<file path="src/rtl/trap_ctrl.sv">
// M-mode trap sequencer: arbitrates exceptions, mret and interrupts, writes the
// trap CSRs, then redirects and flushes the pipeline to mtvec or mepc.
module trap_ctrl #(
  parameter int unsigned XLEN = 32
) (
  input  logic            clk,
  input  logic            rst_n,
  input  logic            trap_req_i,
  input  logic [3:0]      trap_cause_i,
  input  logic [XLEN-1:0] trap_pc_i,
  input  logic [XLEN-1:0] trap_tval_i,
  input  logic            mret_i,
  input  logic            commit_v_i,
  input  logic [XLEN-1:0] commit_pc_i,
  input  logic            irq_msip_i,
  input  logic            irq_mtip_i,
  input  logic            irq_meip_i,
  input  logic [XLEN-1:0] mstatus_i,
  input  logic [XLEN-1:0] mie_i,
  input  logic [XLEN-1:0] mtvec_i,
  input  logic [XLEN-1:0] mepc_i,
  output logic [3:0]      csr_we_o,
  output logic [XLEN-1:0] mepc_o,
  output logic [XLEN-1:0] mcause_o,
  output logic [XLEN-1:0] mtval_o,
  output logic [XLEN-1:0] mstatus_o,
  output logic [XLEN-1:0] mip_o,
  output logic            trap_ack_o,
  output logic            busy_o,
  output logic            redirect_v_o,
  output logic [XLEN-1:0] redirect_pc_o,
  output logic            flush_o,
  input  logic            fetch_ok_i
);

  typedef enum logic [1:0] {IDLE, WRITE, REDIRECT, WAIT} state_t;

  state_t          state, state_nxt;
  logic [2:0]      irq_s1, irq_s2;  // {meip, mtip, msip}
  logic            take_exc, take_mret, take_irq;
  logic [3:0]      irq_code;
  logic [XLEN-1:0] base, trap_mstatus, mret_mstatus;
  logic            lat_irq, lat_mret;
  logic [XLEN-1:0] lat_epc, lat_cause, lat_tval, lat_mstatus, lat_target;
  logic            unused_bits;

  assign unused_bits = ^{mie_i[XLEN-1:12], mie_i[10:8], mie_i[6:4], mie_i[2:0], mepc_i[1:0]};

  always_ff @(posedge clk or negedge rst_n) begin
    if (!rst_n) begin
      irq_s1 <= '0;
      irq_s2 <= '0;
    end else begin
      irq_s1 <= {irq_meip_i, irq_mtip_i, irq_msip_i};
      irq_s2 <= irq_s1;
    end
  end

  always_comb begin
    mip_o     = '0;
    mip_o[3]  = irq_s2[0];
    mip_o[7]  = irq_s2[1];
    mip_o[11] = irq_s2[2];
  end

  // Arbitration: exception > mret > MEI > MSI > MTI; interrupts only at a commit boundary
  always_comb begin
    take_exc  = trap_req_i;
    take_mret = !trap_req_i && mret_i;
    take_irq  = 1'b0;
    irq_code  = 4'd0;
    if (!trap_req_i && !mret_i && commit_v_i && mstatus_i[3]) begin
      if (mie_i[11] && mip_o[11]) begin
        take_irq = 1'b1;
        irq_code = 4'd11;
      end else if (mie_i[3] && mip_o[3]) begin
        take_irq = 1'b1;
        irq_code = 4'd3;
      end else if (mie_i[7] && mip_o[7]) begin
        take_irq = 1'b1;
        irq_code = 4'd7;
      end
    end
  end

  always_comb begin
    base             = {mtvec_i[XLEN-1:2], 2'b00};
    trap_mstatus     = mstatus_i;
    trap_mstatus[7]  = mstatus_i[3];
    trap_mstatus[3]  = 1'b0;
    trap_mstatus[12:11] = 2'b11;
    mret_mstatus     = mstatus_i;
    mret_mstatus[3]  = mstatus_i[7];
    mret_mstatus[7]  = 1'b1;
    mret_mstatus[12:11] = 2'b11;
  end

  always_ff @(posedge clk or negedge rst_n) begin
    if (!rst_n) begin
      state       <= IDLE;
      lat_irq     <= 1'b0;
      lat_mret    <= 1'b0;
      lat_epc     <= '0;
      lat_cause   <= '0;
      lat_tval    <= '0;
      lat_mstatus <= '0;
      lat_target  <= '0;
    end else begin
      state <= state_nxt;
      // Everything the later states need is frozen here, so inputs may change while busy
      if (state == IDLE && (take_exc || take_mret || take_irq)) begin
        lat_irq  <= take_irq;
        lat_mret <= take_mret;
        if (take_exc) begin
          lat_epc     <= trap_pc_i;
          lat_cause   <= {{(XLEN-4){1'b0}}, trap_cause_i};
          lat_tval    <= trap_tval_i;
          lat_mstatus <= trap_mstatus;
          lat_target  <= base;
        end else if (take_mret) begin
          lat_epc     <= '0;
          lat_cause   <= '0;
          lat_tval    <= '0;
          lat_mstatus <= mret_mstatus;
          lat_target  <= {mepc_i[XLEN-1:2], 2'b00};
        end else begin
          lat_epc     <= commit_pc_i;
          lat_cause   <= {1'b1, {(XLEN-5){1'b0}}, irq_code};
          lat_tval    <= '0;
          lat_mstatus <= trap_mstatus;
          lat_target  <= (mtvec_i[1:0] == 2'b01) ? base + {{(XLEN-6){1'b0}}, irq_code, 2'b00} : base;
        end
      end
    end
  end

  always_comb begin
    state_nxt     = state;
    csr_we_o      = '0;
    mepc_o        = '0;
    mcause_o      = '0;
    mtval_o       = '0;
    mstatus_o     = '0;
    trap_ack_o    = 1'b0;
    busy_o        = (state != IDLE);
    redirect_v_o  = 1'b0;
    redirect_pc_o = '0;
    flush_o       = 1'b0;
    case (state)
      IDLE: begin
        if (take_exc || take_mret || take_irq) state_nxt = WRITE;
      end
      WRITE: begin
        state_nxt  = REDIRECT;
        trap_ack_o = !lat_irq;
        csr_we_o   = lat_mret ? 4'b1000 : 4'b1111;
        mepc_o     = lat_epc;
        mcause_o   = lat_cause;
        mtval_o    = lat_tval;
        mstatus_o  = lat_mstatus;
      end
      REDIRECT: begin
        redirect_v_o  = 1'b1;
        flush_o       = 1'b1;
        redirect_pc_o = lat_target;
        state_nxt     = fetch_ok_i ? IDLE : WAIT;
      end
      WAIT: begin
        redirect_pc_o = lat_target;
        if (fetch_ok_i) state_nxt = IDLE;
      end
      default: state_nxt = IDLE;
    endcase
  end

endmodule
</file>
<file path="config.mk">
export PLATFORM = sky130hd
export DESIGN_NAME = trap_ctrl
export DESIGN_NICKNAME = d
export VERILOG_FILES = /design/src/rtl/trap_ctrl.sv
export SDC_FILE = /design/constraint.sdc
export NUM_CORES = 1
export LEC_CHECK = 0
export CAP_MARGIN = 20
export CELL_PAD_IN_SITES_DETAIL_PLACEMENT = 0
export CELL_PAD_IN_SITES_GLOBAL_PLACEMENT = 1
export CORE_AREA = 3 3 167 169
export DETAILED_ROUTE_END_ITERATION = 8
export DIE_AREA = 0 0 170 172
export DONT_BUFFER_PORTS = 1
export PLACE_DENSITY = 0.57
export SETUP_SLACK_MARGIN = 0.5
export SKIP_LAST_GASP = 1
export SYNTH_ARGS = -nofsm -noshare
export SYNTH_HDL_FRONTEND = slang
export SYNTH_SLANG_ARGS = --single-unit
</file>
<file path="constraint.sdc">
create_clock -name clk -period 3.4 [get_ports clk]
set_input_delay 0.68 -clock clk [delete_from_list [all_inputs] [get_ports clk]]
set_output_delay 0.68 -clock clk [all_outputs]
set_load 0.005 [all_outputs]
</file>
==> results_slide.txt, run 1 <==
Flow Results at a Glance

Status
  – Outcome: finished, violations left
  – Failing checks: hold timing

Layout
  – Synth-to-Final Area Change: 8.83%
  – FILL cells: 2827
  – Antenna cells: 0

Synthesis
  – Main logic family after synthesis: simple AND/OR/NAND/NOR gates
  – Post-synth EDFFs: 0
  – Ys cells: 965
  – Top-area cell type share of the netlist area: a little over two fifths
  – Synthesis Warnings: 0
  – Mux area share: less than 1%
  – Top cells by area: dfrtp_1 42%, and2_1 10%, nand2_1 8.9%
  – Yosys Chip Area: 8330 um^2
  – Post-Synthesis Cells: 965
  – And+or+nand+nor area frac: around 28%
  – XOR/XNOR Fraction of Synth Area: between 1 and 1.5%
  – Synth unique cells: 76
  – Flops after synth: 140
  – Post-synthesis sequential area ratio: 42.1%

Power and ir drop
  – Seq pwr share: 38.3%
  – Seq pwr: 2.71 mW
  – Total Power: 7.08 mW
  – Highest-power group: registers
  – Leakage: 4.06 nW
  – Comb power: 2.47 mW
  – PD cells: 780 nW/um^2
  – Max rail drop VDD: 0.309 mV

Placement
  – Count of input and output buffers: 0
  – GP Congestion: 0.819

Job
  – Log Warnings: 65
  – Total of max-cap violations: 0

Route
  – DRT antenna net count: 0
  – Routed wl met2: between 10000 and 15000 um
  – Iter 0 DRT Violations: 432
  – Avg Vias per Cell: 5.13

Global routing
  – Routing usage on met2: 30.0%
  – Grt ovf: 0
  – Largest net degree at the start of global routing: approximately 140

CTS
  – CTS Root Cell: clkbuf_16
  – CTS clk-pin slew, worst paths: 70 ps
  – Number of buffers created by CTS: 17
  – TritonCTS clock tree: done
  – Post-cts sizing count: 0

Setup path
  – Most used cell along the critical path: buf_4
  – Type of origin of the critical path: flip-flop
  – Worst R2R End: lat_target[13]
  – Worst Path Buf+Inv: 2
  – Critical path capture point type: flip-flop
  – Critical path arrival: 3060 ps
  – R2r startpoint: irq_s2[2]
  – Worst reg2reg path depth: 10
  – Crit-path leading delay family: AND-OR/OR-AND gates
  – Critical path origin: irq_s2[2]
  – CP Cell Sequence: a222oi_1 -> buf_4 -> nor2_4 -> ha_1 -> a211o_1 -> a21oi_4 -> buf_4 -> nor3b_1 -> xor2_1 -> o221a_2

Floorplanning
  – Boundary Pins: 437
  – DIE AREA: approximately 30000 um^2

Hold path
  – Worst hold path type: input port to async pin

STA
  – Worst hold slack: -55.2 ps
  – Unrepaired setup endpoints after global routing: true
  – Max-slew violations: 0
  – Slew margin rel.: between 50% and 60%
  – Worst Max-Slew Pin Slew: 654 ps
  – Fmax: 364 MHz
  – Final setup vio count: 0
  – Final Hold Viols: about 74
  – Final worst-path cycle share: 80.8%
## run 1: through the flow
step / hold WS [ps] / utilization [%] / setup slack (ps) / cells / cell area [um^2]
after CTS: -77.9 / 33.8 / 543 / 1283 / 9020
after detailed placement: 340 / 31.5 / 257 / 1251 / 8430
final: -55.2 / 33.9 / 652 / 1286 / 9070
after floorplan: 331 / - / 470 / 1022 / 8610
after global placement: 332 / 31.5 / 266 / 1251 / 8430
after global routing: -87.0 / 33.9 / 459 / 1286 / 9070
## run 1: worst register-to-register path, cell delays in order (launching register included)
cell	delay, ps
dfrtp_1	430
a222oi_1	400
buf_4	190
nor2_4	50
ha_1	280
a211o_1	390
a21oi_4	300
buf_4	180
nor3b_1	50
xor2_1	140
o221a_2	230
## run 1: logic make-up (layout without fill, tap and decap cells)
kind of cell,count (synthesis),count (layout)
simple gates,459,459
compound gates,180,181
buf+inv,160,82
flops,140,140
xor+xnor,12,12
mux,8,8
fa+ha+maj,5,5
other cells,1,58
## run 1: cell type report
class	instances	area (um^2)	share of cell area, %
multi-input combinational	723	4220	46.5
sequential	140	3500	38.6
clock buffer	18	439	4.84
tap	341	427	4.71
timing repair buffer	22	223	2.46
clock inverter	14	151	1.67
inverter	28	105	1.16
## run 1: cell usage in the layout, fill, tap and decap left out, drive strengths merged, types with 3 or more instances in the layout
master / count
a21oi: 18
nor4b: 4
clkbuf: 18
nand4: 6
and2: 133
dfrtp: 140
a221oi: 27
conb: 58
a221o: 3
a41oi: 3
nor3: 12
o31ai: 4
mux2i: 7
o22ai: 8
clkinv: 4
o22a: 3
nand2: 201
nor4: 5
ha: 4
a211oi: 3
nand2b: 3
o21ai: 57
a22oi: 6
a222oi: 18
inv: 36
xnor2: 11
a21o: 3
buf: 22
and3: 6
a211o: 3
nor2: 65
nand3: 7
a31oi: 6
and4: 6
Run 1, the metal 3 layer:
(3 px per um)
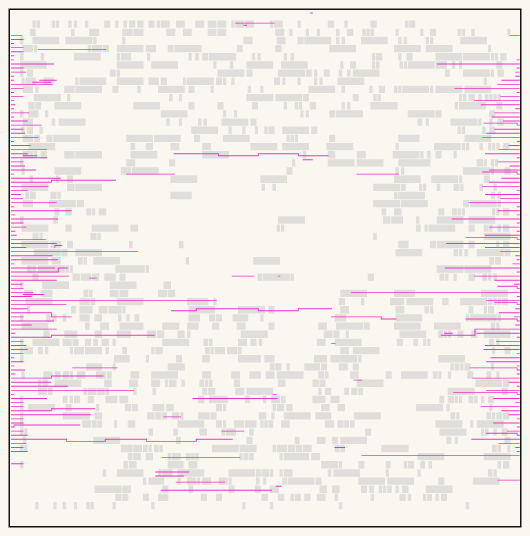
The layer carries 2310 um of wire. The layer holds 8.4% of the routed length. The wires run mostly horizontal. The longest straight run is 68.3 um.
Post-Route WL: 27500 um
DR vias: 6603
met3 Usage GRT: 5.74%

Run 1, clock distribution:
(2 px per um)
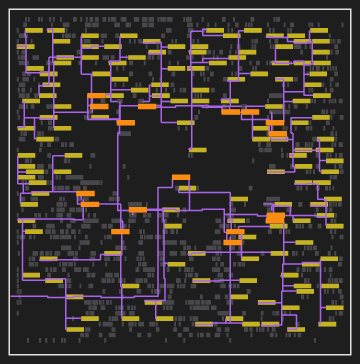
Key: yellow = flip-flops [count 140]; orange = clock-net drivers [count 17]; purple = clock wires [length 2340 um]
Position of the flops: all over the die.
Insertion Delay late pin: 420 ps
Clk power: 1.90 mW
clock share of power: 26.9%
clock skew: 6.89 ps

Run 1, metal 1:
(1.5 px per um) Supply wires on this layer in gray.
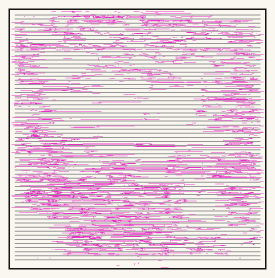
The layer holds 42% of the routed length. 977 nets have wire on it.
GRT met1 Usage: 22.3%

Run 1, local utilization:
(2 px per um) 17 x 17 tiles, from white (low) to dark blue (high), 0 to 100% covered.
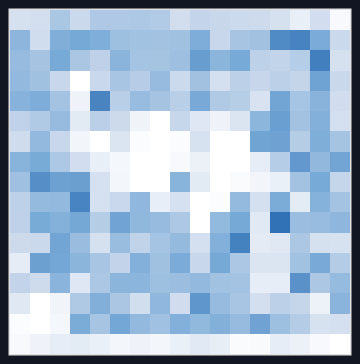
The mean over all tiles is 30%. 7.6% of the tiles are nearly empty. The fullest tile reaches 74%. The emptiest ninth of the die: middle.
post-layout util: 33.9%
total core area: 26700 um^2
floorplan core density: 31.2%

==> run 1 -> run 2 <==
clock period = 2.7 ns   (was 3.4 ns; I/O delays follow)
==> run 2 against run 1 <==
  * The flow still finishes with violations (hold timing)
  * Hold slack worse by 140 ps
  * Area after synthesis unchanged
  * Non-clock buffer count increased by 43
  * Power rose by 44%
  * Die area stayed put
  * Critical endpoint is now lat_target[24]
  * Via count grew 4.6%
  * Largest power group is now combinational logic
==> results_slide.txt, run 2 <==
Flow Results at a Glance

Route
  – DRT antenna net count: 0 (unchanged)
  – Iter 0 DRT Violations: 483 (was 432)
  – Highest Signal Layer: met5 (was met4)
  – Routed wl met2: 15200 um (was 13400 um)
  – Avg Vias per Cell: 5.19 (was 5.13)

Placement
  – Placed cell areas: 8550 um^2 (was 8430 um^2)
  – Placed cell count: 1264 (was 1251)
  – GP Congestion: 0.820 (was 0.819)
  – Count of input and output buffers: 0 (unchanged)
  – DP Worst Slack: -120 ps (was 257 ps)

Layout
  – Top cell excl fill/tap: nand2_1 (unchanged)
  – FILL cells: 2779 (was 2827)
  – Post-Layout Cell Count: 1332 (was 1286)
  – Flop area: 3500 um^2 (about the same)
  – Logic area: 4550 um^2 (was 4220 um^2)
  – Dominant logic cell types in the final layout: 197 x nand2_1, 139 x dfrtp_1, 78 x and2_1 (was 198 x nand2_1, 140 x dfrtp_1, 133 x and2_1)
  – Antenna cells: 0 (unchanged)
  – Synth-to-Final Area Change: 21.6% (was 8.83%)
  – Design area: 10100 um^2 (was 9070 um^2)

Global routing
  – Met3 Usage GRT: 6.17% (was 5.74%)
  – Vias in the first global route: 6800 (was 6451)
  – Grt ovf: 0 (unchanged)
  – Largest net degree at the start of global routing: 141 (unchanged)
  – Routing usage on met2: 33.4% (was 30.0%)
  – Global-route wire length before repair: 44000 um (was 40000 um)

STA
  – Clock skew: 14.0 ps (was 6.89 ps)
  – Fmax: 395 MHz (was 364 MHz)
  – Max-slew violations: 0 (unchanged)
  – Final setup vio count: 0 (unchanged)
  – Unrepaired setup endpoints after global routing: true (unchanged)
  – Final worst slack: 169 ps (was 652 ps)
  – Slew margin rel.: 26.3% (was 56.3%)
  – Worst Max-Slew Pin Slew: 1110 ps (was 654 ps)
  – Final Hold Viols: 140 (was 74)
  – Final worst-path cycle share: 93.7% (was 80.8%)
  – Worst hold slack: -191 ps (was -55.2 ps)

Power and ir drop
  – Max rail drop VDD: 0.356 mV (was 0.309 mV)
  – Leakage: 4.61 nW (was 4.06 nW)
  – Comb power: 4.43 mW (was 2.47 mW)
  – Highest-power group: combinational logic (was registers)
  – PD cells: 1010 nW/um^2 (was 780 nW/um^2)
  – Clock share of power: 22.7% (was 26.9%)
  – Seq pwr: 3.46 mW (was 2.71 mW)
  – Seq pwr share: 33.9% (was 38.3%)
  – Int Power: 6.23 mW (was 4.37 mW)

Synthesis
  – Flops after synth: 140 (unchanged)
  – Synth unique cells: 76 (unchanged)
  – Asr flop ratio synth: 100% (unchanged)
  – Avg Cell Area, Syn: 8.63 um^2 (unchanged)
  – Ys cells: 965 (unchanged)
  – Synthesis Warnings: 0 (unchanged)
  – Yosys Chip Area: 8330 um^2 (unchanged)
  – Post-synth EDFFs: 0 (unchanged)
  – Top cells by area: dfrtp_1 42%, and2_1 10%, nand2_1 8.9% (unchanged)
  – Post-synthesis sequential area ratio: 42.1% (unchanged)
  – Post-Synthesis Cells: 965 (unchanged)
  – Top-area cell type share of the netlist area: 42.1% (unchanged)

Hold path
  – Worst hold path type: input port to async pin (unchanged)

CTS
  – CTS clk-pin slew, worst paths: 70 ps (about the same)
  – Clk buf depth: 2 (unchanged)
  – CTS Root Cell: clkbuf_16 (unchanged)
  – TritonCTS clock tree: done (unchanged)
  – CTS sink cnt: 140 (unchanged)
  – Insertion Delay late pin: 420 ps (about the same)

Setup path
  – Type of origin of the critical path: flip-flop (unchanged)
  – Worst R2R End: lat_target[24] (was lat_target[13])
  – Critical path capture point type: flip-flop (unchanged)
  – Crit-path leading delay family: AND-OR/OR-AND gates (unchanged)
  – Setup slack, reg-to-reg: 170 ps (was 650 ps)
  – Worst reg2reg path depth: 13 (was 10)
  – Most used cell along the critical path: buf_6 (was buf_4)
  – Worst Path Buf+Inv: 4 (was 2)
  – CP Class: flip-flop to flip-flop (unchanged)
  – Critical path arrival: 2770 ps (was 3060 ps)
  – CP Cell Sequence: a222oi_1 -> buf_4 -> nor2_4 -> ha_4 -> inv_2 -> fa_2 -> nand2b_4 -> a21o_4 -> buf_6 -> nor3_4 -> buf_6 -> a41o_1 -> a31oi_1 (was a222oi_1 -> buf_4 -> nor2_4 -> ha_1 -> a211o_1 -> a21oi_4 -> buf_4 -> nor3b_1 -> xor2_1 -> o221a_2)
  – Critical path's slowest cell: dfrtp_1 (unchanged)
  – R2r startpoint: irq_s2[1] (was irq_s2[2])
  – Worst Path Required: 2940 ps (was 3710 ps)

Floorplanning
  – DIE AREA: 29200 um^2 (unchanged)
  – Total core area: 26700 um^2 (unchanged)
  – Floorplan core density: 31.2% (unchanged)
  – Die Ht: 172 um (unchanged)
  – Boundary Pins: 437 (unchanged)

Job
  – Log Warnings: 66 (was 65)
  – Total of max-cap violations: 0 (unchanged)

Status
  – Failing checks: hold timing (unchanged)
  – Outcome: finished, violations left (unchanged)
-- run 2: layout make-up --
cell class                 count  share of cell area, %
sequential                   140                   34.6
timing repair inverter         3                  0.432
clock buffer                  18                   4.34
multi-input combinational    723                   44.9
clock inverter                14                   1.27
inverter                      28                   1.37
timing repair buffer          65                   8.86
tap                          341                   4.21
-- run 2: worst max path at each step --
stage | depth (start not counted) | slack [ps] | end | from
after floorplan | 12 | -90 | lat_target[8] | mret_i
after global placement | 11 | -120 | lat_target[26] | mret_i
after detailed placement | 11 | -120 | lat_target[26] | mret_i
after CTS | 10 | 160 | lat_target[13] | irq_s2[2]
after global routing | 13 | 40 | lat_target[24] | irq_s2[1]
final | 13 | 170 | lat_target[24] | irq_s2[1]
-- run 2: cell families after synthesis --
family | after synthesis | share of synthesized area (%)
buf+inv | 160 | 11.0
simple gates | 459 | 28.1
mux | 8 | 0.976
flops | 140 | 42.1
xor+xnor | 12 | 1.26
fa+ha+maj | 5 | 0.841
other cells | 1 | 0.0450
compound gates | 180 | 15.7
-- run 2: repair_timing --
| item | 4_1_cts | 5_1_grt |
|---|---|---|
| hold endpoints to repair | 140 | 140 |
| pin swaps | 25 | 44 |
| resized | 56 | 75 |
| gates cloned | 14 | 5 |
| setup buffers | 12 | 5 |
| setup endpoints to repair | 176 | 176 |
-- run 2: through the flow --
| stage | TNS [ps] | power [mW] | util, % |
|---|---|---|---|
| 6_report | 0 | 10.2 | 37.9 |
| 4_1_cts | 0 | 9.98 | 36.4 |
| 5_1_grt | 0 | 11.0 | 37.9 |
| 3_3_place_gp | -704 | 6.60 | 32.0 |
| 3_5_place_dp | -714 | 6.66 | 32.0 |
| 2_1_floorplan | -124 | 5.82 | - |
Run 2, clock routing:
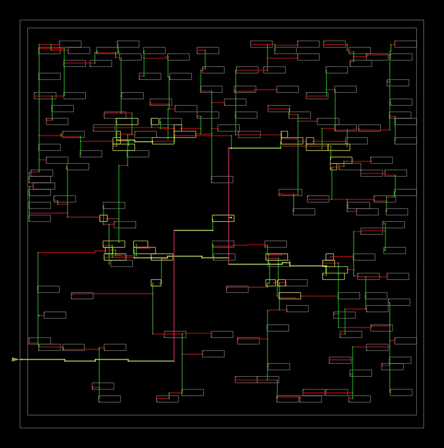
number of buffers created by CTS: 17
Clk power: 2.32 mW

Run 2, local utilization:
(2 px per um) 17 x 17 tiles, from white (low) to dark blue (high), 0 to 100% covered.
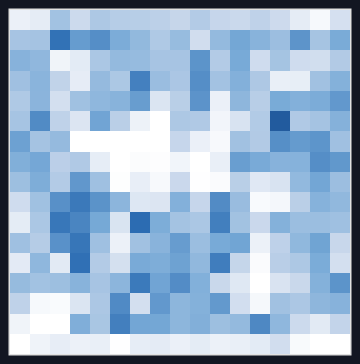
post-layout util: 37.9%

Run 2, metal 1:
(1.5 px per um) Supply wires on this layer in gray.
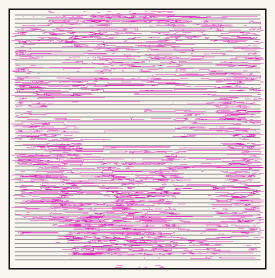
The longest straight run is 80.5 um. The layer holds 43% of the routed length. The wires run mostly horizontal. The layer carries 13600 um of wire. 1015 nets have wire on it.
Post-Route WL: 31500 um
DR vias: 6910
GRT met1 Usage: 26.1%

Power is estimated from default activity; no workload was simulated.
